Figure 1. The metal 1 layer.
Scale: 6 px per um. Supply wires on this layer in gray.
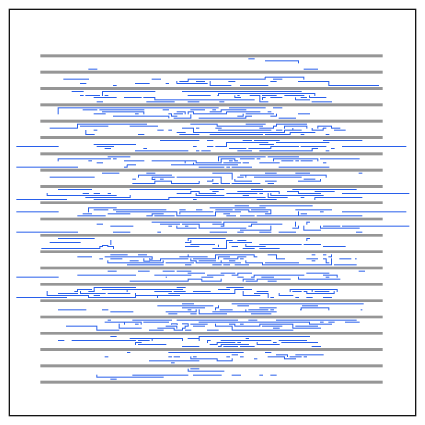
Figure 2. Metal 2.
Scale: 4 px per um. Cells faint in the background.
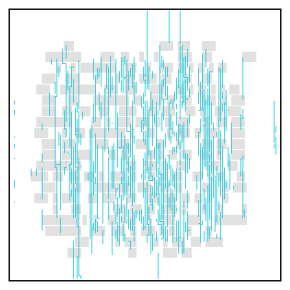
<file path="config.mk">
export PLATFORM = sky130hd
export DESIGN_NAME = register_universal_flat
export DESIGN_NICKNAME = d
export VERILOG_FILES = /design/src/rtl/register_universal_pkg.sv /design/src/rtl/register_universal_if.sv /design/src/rtl/register_universal_next.sv /design/src/rtl/register_universal.sv /design/src/flat_wrapper.sv
export SDC_FILE = /design/constraint.sdc
export NUM_CORES = 1
export LEC_CHECK = 0
export ABC_CLOCK_PERIOD_IN_PS = 2450
export CELL_PAD_IN_SITES_DETAIL_PLACEMENT = 1
export CELL_PAD_IN_SITES_GLOBAL_PLACEMENT = 1
export CORE_MARGIN = 5
export CORE_UTILIZATION = 37
export CTS_CLUSTER_DIAMETER = 200
export CTS_CLUSTER_SIZE = 24
export DETAILED_ROUTE_END_ITERATION = 12
export GPL_ROUTABILITY_DRIVEN = 0
export PLACE_DENSITY = 0.78
export SLEW_MARGIN = 5
export SYNTH_ARGS = -nofsm -noshare
export SYNTH_HDL_FRONTEND = slang
export SYNTH_HIERARCHICAL = 1
export SYNTH_SLANG_ARGS = --single-unit
</file>
<file path="constraint.sdc">
create_clock -name clk -period 2.45 [get_ports clk]
set_input_delay 0.49 -clock clk [delete_from_list [all_inputs] [get_ports clk]]
set_output_delay 0.49 -clock clk [all_outputs]
set_load 0.02 [all_outputs]
</file>
<file path="src/rtl/register_universal_pkg.sv">
// Package register_pkg: shared operation encodings for register_universal.
// Controllers driving the register import this package instead of using
// raw 3-bit literals.
package register_pkg;

    localparam logic [2:0] MODE_HOLD = 3'b000;
    localparam logic [2:0] MODE_LOAD = 3'b001;
    localparam logic [2:0] MODE_SHL  = 3'b010;
    localparam logic [2:0] MODE_SHR  = 3'b011;
    localparam logic [2:0] MODE_ROL  = 3'b100;
    localparam logic [2:0] MODE_ROR  = 3'b101;
    localparam logic [2:0] MODE_INC  = 3'b110;
    localparam logic [2:0] MODE_DEC  = 3'b111;

endpackage : register_pkg

</file>
<file path="src/rtl/register_universal_if.sv">
// register_universal_if: control/data bundle of the universal register.
//   sclr, en, mode, D, sin : driven by the controller (master)
//   Q, carry, zero         : driven by the register (slave)
interface register_universal_if #(parameter int WIDTH = 8);

    logic             sclr;
    logic             en;
    logic [2:0]       mode;
    logic [WIDTH-1:0] D;
    logic             sin;
    logic [WIDTH-1:0] Q;
    logic             carry;
    logic             zero;

    modport master (
        output sclr, en, mode, D, sin,
        input  Q, carry, zero
    );

    modport slave (
        input  sclr, en, mode, D, sin,
        output Q, carry, zero
    );

endinterface : register_universal_if

</file>
<file path="src/rtl/register_universal_next.sv">
// register_universal_next: purely combinational next-state function.
//   q_i, carry_i : current register contents and flag
//   mode_i       : operation select (register_pkg MODE_*)
//   d_i, sin_i   : parallel load data, serial input
//   q_o, carry_o : contents and flag after the selected operation
module register_universal_next
    import register_pkg::*;
#(
    parameter int WIDTH = 8
) (
    input  logic [WIDTH-1:0] q_i,
    input  logic             carry_i,
    input  logic [2:0]       mode_i,
    input  logic [WIDTH-1:0] d_i,
    input  logic             sin_i,
    output logic [WIDTH-1:0] q_o,
    output logic             carry_o
);

    always_comb begin
        q_o     = q_i;
        carry_o = carry_i;
        case (mode_i)
            MODE_HOLD: begin
                q_o     = q_i;
                carry_o = carry_i;
            end
            MODE_LOAD: begin
                q_o     = d_i;
                carry_o = 1'b0;
            end
            MODE_SHL: begin
                q_o     = {q_i[WIDTH-2:0], sin_i};
                carry_o = q_i[WIDTH-1];
            end
            MODE_SHR: begin
                q_o     = {sin_i, q_i[WIDTH-1:1]};
                carry_o = q_i[0];
            end
            MODE_ROL: begin
                q_o     = {q_i[WIDTH-2:0], q_i[WIDTH-1]};
                carry_o = q_i[WIDTH-1];
            end
            MODE_ROR: begin
                q_o     = {q_i[0], q_i[WIDTH-1:1]};
                carry_o = q_i[0];
            end
            MODE_INC: begin
                // One extra bit so the wrap 2^W-1 -> 0 lands in the carry.
                {carry_o, q_o} = {1'b0, q_i} + {{WIDTH{1'b0}}, 1'b1};
            end
            MODE_DEC: begin
                q_o     = q_i - {{(WIDTH-1){1'b0}}, 1'b1};
                carry_o = (q_i == '0);
            end
            default: begin
                q_o     = q_i;
                carry_o = carry_i;
            end
        endcase
    end

endmodule : register_universal_next

</file>
<file path="src/rtl/register_universal.sv">
// register_universal: parametrised storage register with load, shift,
// rotate, increment/decrement and carry/zero flags.
//   clk     : rising-edge clock
//   clear_n : asynchronous active-low reset (deassert synchronously to clk)
//   bus     : slave side of register_universal_if (sclr, en, mode, D, sin
//             in; Q, carry, zero out)
// Priority at each edge: sclr, then en, then mode.
module register_universal #(
    parameter int WIDTH = 8
) (
    input  logic                 clk,
    input  logic                 clear_n,
    register_universal_if.slave  bus
);

    logic [WIDTH-1:0] q_q;
    logic [WIDTH-1:0] q_d;
    logic [WIDTH-1:0] q_nxt;
    logic             carry_q;
    logic             carry_d;
    logic             carry_nxt;

    register_universal_next #(.WIDTH(WIDTH)) u_next (
        .q_i     (q_q),
        .carry_i (carry_q),
        .mode_i  (bus.mode),
        .d_i     (bus.D),
        .sin_i   (bus.sin),
        .q_o     (q_nxt),
        .carry_o (carry_nxt)
    );

    always_comb begin
        q_d     = q_q;
        carry_d = carry_q;
        if (bus.sclr) begin
            q_d     = '0;
            carry_d = 1'b0;
        end else if (bus.en) begin
            q_d     = q_nxt;
            carry_d = carry_nxt;
        end
    end

    always_ff @(posedge clk or negedge clear_n) begin
        if (!clear_n) begin
            q_q     <= '0;
            carry_q <= 1'b0;
        end else begin
            q_q     <= q_d;
            carry_q <= carry_d;
        end
    end

    assign bus.Q     = q_q;
    assign bus.carry = carry_q;
    assign bus.zero  = (q_q == '0);

endmodule : register_universal

</file>
<file path="src/flat_wrapper.sv">
// flat-port wrapper written by rule: the top's interface ports become plain ports
module register_universal_flat 
#(
    parameter int WIDTH = 8
)
  (clk, clear_n, bus_sclr, bus_en, bus_mode, bus_D, bus_sin, bus_Q, bus_carry, bus_zero);
  register_universal_if #(.WIDTH(WIDTH)) bus_i ();
  input  logic clk;
  input  logic clear_n;
  input wire logic [$bits(bus_i.sclr)-1:0] bus_sclr;
  input wire logic [$bits(bus_i.en)-1:0] bus_en;
  input wire logic [$bits(bus_i.mode)-1:0] bus_mode;
  input wire logic [$bits(bus_i.D)-1:0] bus_D;
  input wire logic [$bits(bus_i.sin)-1:0] bus_sin;
  output wire logic [$bits(bus_i.Q)-1:0] bus_Q;
  output wire logic [$bits(bus_i.carry)-1:0] bus_carry;
  output wire logic [$bits(bus_i.zero)-1:0] bus_zero;
  assign bus_i.sclr = bus_sclr;
  assign bus_i.en = bus_en;
  assign bus_i.mode = bus_mode;
  assign bus_i.D = bus_D;
  assign bus_i.sin = bus_sin;
  assign bus_Q = bus_i.Q;
  assign bus_carry = bus_i.carry;
  assign bus_zero = bus_i.zero;
  register_universal #(.WIDTH(WIDTH)) u_core (.clk(clk), .clear_n(clear_n), .bus(bus_i));
endmodule
</file>
==> results.yml <==
# synthesis and place-and-route metrics
route:
  routed_via_density: 5.92
  drc: 0
  vias: 1398
  met2_length_mm: 2.09
  wire_per_inst_um: 18.3
  drt-met1-wl_mm: 2.00
  routed.top_layer: "met4"
  drtAntennaViolNets: 0
  drt-pass1-iter-count: 4
  wl_met3_um: 152
setup_path:
  start_kind: "input pin"
  required_ns: 2.64
  reg2reg_depth: 9
  reg2reg_slack_ns: 0.35
  endpoint_kind: "register"
  crit_arrival_ns: 2.44
final_layout:
  diodes: 0
  signal_buffers: 47
  syn_to_final_growth_pct: 33.9
  lay_top_cells: "24 x clkdlybuf4s50_1, 22 x buf_4, 19 x nor2_1, 14 x mux2i_1, 11 x nand2_1"
  regArea_um2: 225
  mi_logic_area_um2: 897
  lay_top_count: "clkdlybuf4s50_1"
  fin_nets: 211
  nClkBuffers: 4
  nNonClkInverters: 4
  nFillCells: 413
  num-multi-input-gates: 128
  ff_count: 9
  seq_area_share_pct: 13.8
  largest_class: "logic gates"
yosys:
  synth_top_cell_by_area: "dfrtp_1"
  syn_inst: 157
  synth_stat.cells: 157
  syn_nets: 175
  synthArstFlopShare_pct: 100
  syn_avg_cell_area_um2: 7.79
  yosys-top-cells-area: "dfrtp_1 18%, mux2i_1 11%, nor2_1 5.8%"
  yosys-stat-area_um2: 1220
  ff_type: "dfrtp_1"
  syn-cell-area_um2: 1220
  numSynthFlops: 9
  synthDistinctLibCells: 54
  edf_count: 0
  postSynthSeqShare_pct: 18.4
final_timing:
  finalHoldViolations: 0
  grt_setup_unrepaired: "false"
  relSlewSlack_pct: 61.0
  min_period_ns: 2.25
  fin_ws_ns: 0.198
  timing.fmax_mhz: 444
  setup-violations-final: 0
cts:
  clkSlewWorstSetupHoldPaths_ns: 0.06
  h-tree-depth: 1
  cts_tree: "yes"
  ctsHoldBuffers: 0
  ctsRootBufferMaster: "clkbuf_4"
  cts_sinks: 9
  clk_path_buf_depth: 2
  numCtsBuffers: 3
min_path:
  hold_class: "in -> async"
global_route:
  met1_usage_pct: 26.3
  grt_pass1_wl_mm: 7.05
  met3_usage_pct: 1.50
  grt_max_degree: 15
  antenna_found_initial: 0
  use_met2_pct: 35.4
pwr:
  worst_ir_drop_vdd_v: 0.000295
  leakagePower_nw: 0.718
  total_power_uw: 625
outcome:
  outcome: "finished clean"
floorplanning:
  initial_utilization_pct: 39.4
  core_area_um2: 3100
  n_tap_cell: 44
  io_pins: 26
  rows: 20
  die_x_um: 67.5
  dieArea_um2: 4550
place:
  post-dp-hpwl_mm: 3.29
  placed_cell_area_um2: 1610
  dp.cells: 232
  pre_cts_ws_ns: -0.0328
  port_buffers: 25
job:
  warning_count: 27
  drv_cap: 0
## Picture notes: Figure 1
main direction: horizontal
wire length on this layer: 2000 um
longest straight run: 26.7 um
share of all routed wire: 46%
nets with wire on the layer: 197

## Picture notes: Figure 2
main direction: vertical
longest straight run: 32.0 um
share of all routed wire: 48%
nets with wire on the layer: 191
wire length on this layer: 2090 um

-- through the flow --
step                util, %  hold slack [ns]
finish                 52.7            0.521
global route           52.7            0.537
CTS                    52.7            0.526
detailed placement     51.8            0.580
global placement       51.8            0.563
floorplan                 -            0.194
-- repair_timing --
| item | 4_1_cts | 5_1_grt |
|---|---|---|
| buffers inserted | 0 | 0 |
| setup endpoints to repair | 0 | 1 |
| hold endpoints to repair | 0 | 0 |
| resized | 0 | 1 |
-- logic make-up after synthesis --
group	after synthesis	synth area share, %
buf+inv	20	8.19
simple gates	68	31.0
flops	9	18.4
compound gates	33	18.2
mux	17	16.4
fa+ha+maj	2	2.05
xor+xnor	8	5.73
-- report_power, final --
| part | total, mW | internal, mW | switching [mW] |
|---|---|---|---|
| Combinational | 0.343 | 0.161 | 0.182 |
| Sequential | 0.164 | 0.159 | 0.00563 |
| Clock | 0.117 | 0.0629 | 0.0540 |
-- final timing paths --
check,start,endpoint
hold / removal,clear_n,u_core/bus.Q[4]$_DFFE_PN0P_
max in group asynchronous,clear_n,u_core/bus.carry$_DFFE_PN0P_
setup reg to reg,u_core/bus.Q[0]$_DFFE_PN0P_,u_core/bus.Q[4]$_DFFE_PN0P_
setup / recovery,bus_mode[0],u_core/bus.Q[4]$_DFFE_PN0P_
min in group clk,u_core/bus.carry$_DFFE_PN0P_,u_core/bus.carry$_DFFE_PN0P_
hold reg to reg,u_core/bus.carry$_DFFE_PN0P_,u_core/bus.carry$_DFFE_PN0P_
-- critical path, cell delays in order --
cell	delay, ns
clkdlybuf4s50_1	0.64
and2b_1	0.19
nand3b_1	0.09
nor2b_1	0.14
o311ai_0	0.50
buf_4	0.21
mux2i_1	0.06
nor2_1	0.11
-- state kept, by name, summed over array words and instances (netlist names) --
name and count:
u_core/bus.Q 8, u_core/bus.carry 1
No activity file was given, so power comes from the tool's default toggle rates.
